### src/rtl/phase_sequencer.sv
// phase_sequencer: one-hot multi-cycle phase generator for the core.
// Walks NPHASE phases per instruction, stretches a phase while its stage
// reports busy (bounded by an optional watchdog), parks at instruction
// boundaries for halt / single-step, and counts retired instructions.
module phase_sequencer #(
  parameter int NPHASE       = 5,
  parameter int WAIT_MAX     = 15,
  parameter int CNTW         = 4,
  parameter int XLEN         = 32,
  parameter int START_HALTED = 0
) (
  input  logic              clk,
  input  logic              rst_n,
  input  logic [NPHASE-1:0] phase_busy,
  input  logic              halt_req,
  input  logic              run_req,
  input  logic              step_req,
  input  logic              clr_timeout,
  output logic [NPHASE-1:0] phase,
  output logic [NPHASE-1:0] stall,
  output logic              retire,
  output logic              halted,
  output logic              timeout,
  output logic [XLEN-1:0]   instret
);

  localparam logic [1:0] ST_RUN  = 2'd0;
  localparam logic [1:0] ST_STEP = 2'd1;
  localparam logic [1:0] ST_HALT = 2'd2;

  localparam logic [1:0]        ST_RESET = (START_HALTED != 0) ? ST_HALT : ST_RUN;
  localparam bit                WD_EN    = (WAIT_MAX != 0);
  localparam logic [CNTW-1:0]   WAIT_LIM = CNTW'(WAIT_MAX);
  localparam logic [NPHASE-1:0] PH_FIRST = {{(NPHASE-1){1'b0}}, 1'b1};

  logic [1:0]        state_q, state_d;
  logic [NPHASE-1:0] phase_q, phase_d;
  logic [CNTW-1:0]   wait_q, wait_d;
  logic              timeout_q;
  logic [XLEN-1:0]   instret_q;

  logic running;
  logic busy_cur;
  logic force_adv;
  logic adv;

  // Current-phase busy, watchdog force and advance qualification.
  assign running   = (state_q != ST_HALT);
  assign busy_cur  = |(phase_q & phase_busy);
  assign force_adv = WD_EN & running & busy_cur & (wait_q == WAIT_LIM);
  assign adv       = running & (|phase_q) & (~busy_cur | force_adv);

  assign phase   = phase_q;
  assign stall   = phase_q & phase_busy & {NPHASE{~force_adv}};
  assign retire  = adv & phase_q[NPHASE-1];
  assign halted  = (state_q == ST_HALT);
  assign timeout = timeout_q;
  assign instret = instret_q;

  // Next state, phase pointer and wait counter.
  always_comb begin
    // NOTE: every output of this block gets a default first so no path
    // leaves it unassigned and no latch is inferred.
    state_d = state_q;
    phase_d = phase_q;
    wait_d  = wait_q;
    if (state_q == ST_HALT) begin
      wait_d = '0;
      if (run_req && !halt_req) begin
        state_d = ST_RUN;
        phase_d = PH_FIRST;
      end else if (step_req) begin
        state_d = ST_STEP;
        phase_d = PH_FIRST;
      end
    end else if (phase_q == '0) begin
      // First edge out of reset: start fetching.
      phase_d = PH_FIRST;
      wait_d  = '0;
    end else if (adv) begin
      wait_d = '0;
      if (retire && (state_q == ST_STEP || halt_req)) begin
        state_d = ST_HALT;
        phase_d = '0;
      end else begin
        phase_d = {phase_q[NPHASE-2:0], phase_q[NPHASE-1]};
      end
    end else begin
      wait_d = wait_q + 1'b1;
    end
  end

  // Sequencer state registers.
  always_ff @(posedge clk or negedge rst_n) begin
    if (!rst_n) begin
      state_q <= ST_RESET;
      phase_q <= '0;
      wait_q  <= '0;
    end else begin
      // NOTE: sequential state uses non-blocking assignments so every
      // register samples pre-edge values regardless of statement order.
      state_q <= state_d;
      phase_q <= phase_d;
      wait_q  <= wait_d;
    end
  end

  // Sticky watchdog flag; a new force-advance beats a simultaneous clear.
  always_ff @(posedge clk or negedge rst_n) begin
    if (!rst_n) begin
      timeout_q <= 1'b0;
    end else if (force_adv) begin
      timeout_q <= 1'b1;
    end else if (clr_timeout) begin
      timeout_q <= 1'b0;
    end
  end

  // Retired-instruction counter, wraps naturally.
  always_ff @(posedge clk or negedge rst_n) begin
    if (!rst_n) begin
      instret_q <= '0;
    end else if (retire) begin
      instret_q <= instret_q + 1'b1;
    end
  end

endmodule

### config.mk
export PLATFORM = sky130hd
export DESIGN_NAME = phase_sequencer
export DESIGN_NICKNAME = d
export VERILOG_FILES = /design/src/rtl/phase_sequencer.sv
export SDC_FILE = /design/constraint.sdc
export NUM_CORES = 1
export LEC_CHECK = 0
export ABC_AREA = 1
export CELL_PAD_IN_SITES_DETAIL_PLACEMENT = 1
export CELL_PAD_IN_SITES_GLOBAL_PLACEMENT = 2
export CORE_AREA = 2 2 109 111
export CTS_CLUSTER_SIZE = 10
export DETAILED_ROUTE_END_ITERATION = 7
export DIE_AREA = 0 0 111 113
export PLACE_DENSITY = 0.8
export SETUP_SLACK_MARGIN = 0.3
export SYNTH_ARGS = -nofsm -noshare
export SYNTH_HDL_FRONTEND = slang
export SYNTH_SLANG_ARGS = --single-unit
export TNS_END_PERCENT = 5
### constraint.sdc
create_clock -name clk -period 1.5 [get_ports clk]
set_input_delay 0.3 -clock clk [delete_from_list [all_inputs] [get_ports clk]]
set_output_delay 0.3 -clock clk [all_outputs]
set_load 0.03 [all_outputs]
==> impl_metrics.tcl <==
# implementation run metrics
set metrics [dict create \
    final.setup.worst_slack_ps -383 \
    leakagePower_nw 2.03 \
    top_power_group "combinational logic" \
    yosysWarnings 0 \
    cp.required_ps 1200 \
    seq_cells 44 \
    r2r_start "phase[0]" \
    topCellsByArea "dfrtp_1 (40%), nand2_1 (24%), nor2_1 (8.1%)" \
    busiest_layer "met2" \
    maxSlewViolCount 0 \
    endpoint "stall[0]" \
    violations "negative hold slack, negative setup slack" \
    ant_nets 0 \
    async_flop_share 1.00 \
    core_um2 11300 \
    cts.clk_slew.worst_paths_ps 70 \
    synth.avg_cell_area_um2 6.91 \
    slew_headroom 0.784 \
    fillerInstances 1384 \
    power_density_nw_per_um2 1470 \
    status "finished with violations" \
    cp.arrival_ps 1580 \
    worstRegToRegCells 12 \
    hold_viol 21 \
    wl_met3_um 349 \
    p_clk_mw 1.27 \
    whs_ps -24.9 \
    top_layer "met4" \
    die-area_um2 12500 \
    setup_viol 41 \
    layout.area.comb_um2 1670 \
    yosysChipArea_um2 2770 \
    grtUsageMet1 0.194 \
    p_sw_mw 2.65 \
    top_cells_by_count "nand2_1 (177), nor2_1 (60), dfrtp_1 (44)" \
]
flip-flops by register name, indices dropped and copies added, names as in the netlist:
signal	flops
instret	32
state_q	2
timeout	1
wait_q	4
phase	5
timing repair:
item / 4_1_cts / 5_1_grt
hold endpoints to repair: 0 / 0
pin swaps: 8 / 9
gates cloned: 0 / 0
setup endpoints to repair: 88 / 85
buffers inserted: 7 / 7
gates resized: 177 / 45
through the flow:
stage / TNS, ps / cell area (um2)
2_1_floorplan: -94.2 / 2850
3_3_place_gp: -9760 / 3900
3_5_place_dp: -12680 / 3900
4_1_cts: -4170 / 4150
5_1_grt: -9850 / 4310
6_report: -6310 / 4310
gates.png
Drawn at 3 px/um.
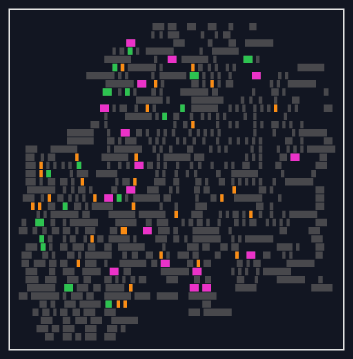
- green: aoi and oai cells (cells 17)
- magenta: xor and xnor cells (cells 17)
- orange: inv cells (cells 31)
combinational share of cell area: 0.387
most numerous logic cell after layout: nand2_1
Post-Layout Cell Count: 659

port_trees.png
Drawn at 4 px/um.
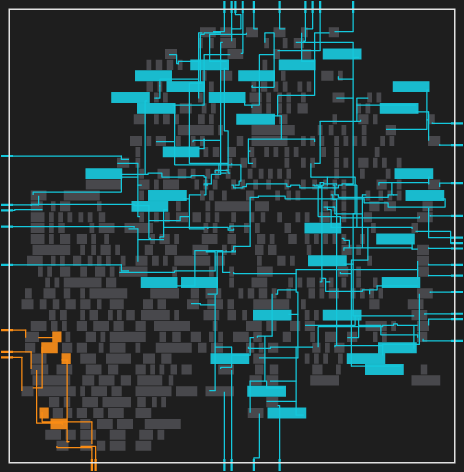
- cyan: instret (direction output; edge 13 right, 10 top, 5 left, 4 bottom; end cells 32; buffers 35; wire 2030 um)
- orange: phase_busy (direction input; edge 3 left, 2 bottom; end cells 5; buffers 5; wire 123 um)
Ports: 56
I/O Buffers: 55

ff_map.png
Drawn at 2 px/um. Other sequential cells in the stronger grey, the rest of the logic in the fainter grey.
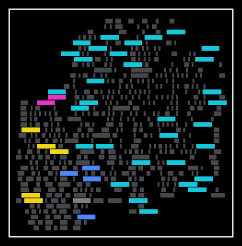
- cyan: instret (placed flops 32)
- magenta: state_q (placed flops 2)
- yellow: phase (placed flops 5)
- blue: wait_q (placed flops 4)
- not coloured: 1
Seq/total area: 0.263
final core occ: 0.382
Reg area: 1130 um2
sequential power: 1.73 mW

layers.png
Drawn at 3 px/um.
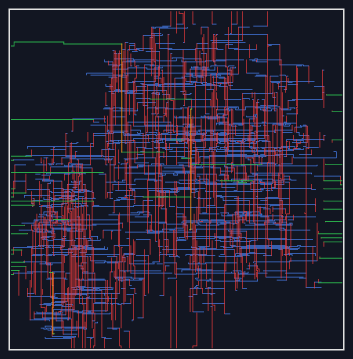
- red: M2 (wire length 5000 um)
- orange: M4 (wire length 96.6 um)
- green: M3 (wire length 349 um)
- blue: M1 (wire length 4430 um)
GRT Resource Usage Total: 0.158
via count: 2981
final WL: 9880 um
drt wl/cell: 15.0 um

Power figures rest on the tool's default switching activity, not on a simulated workload.
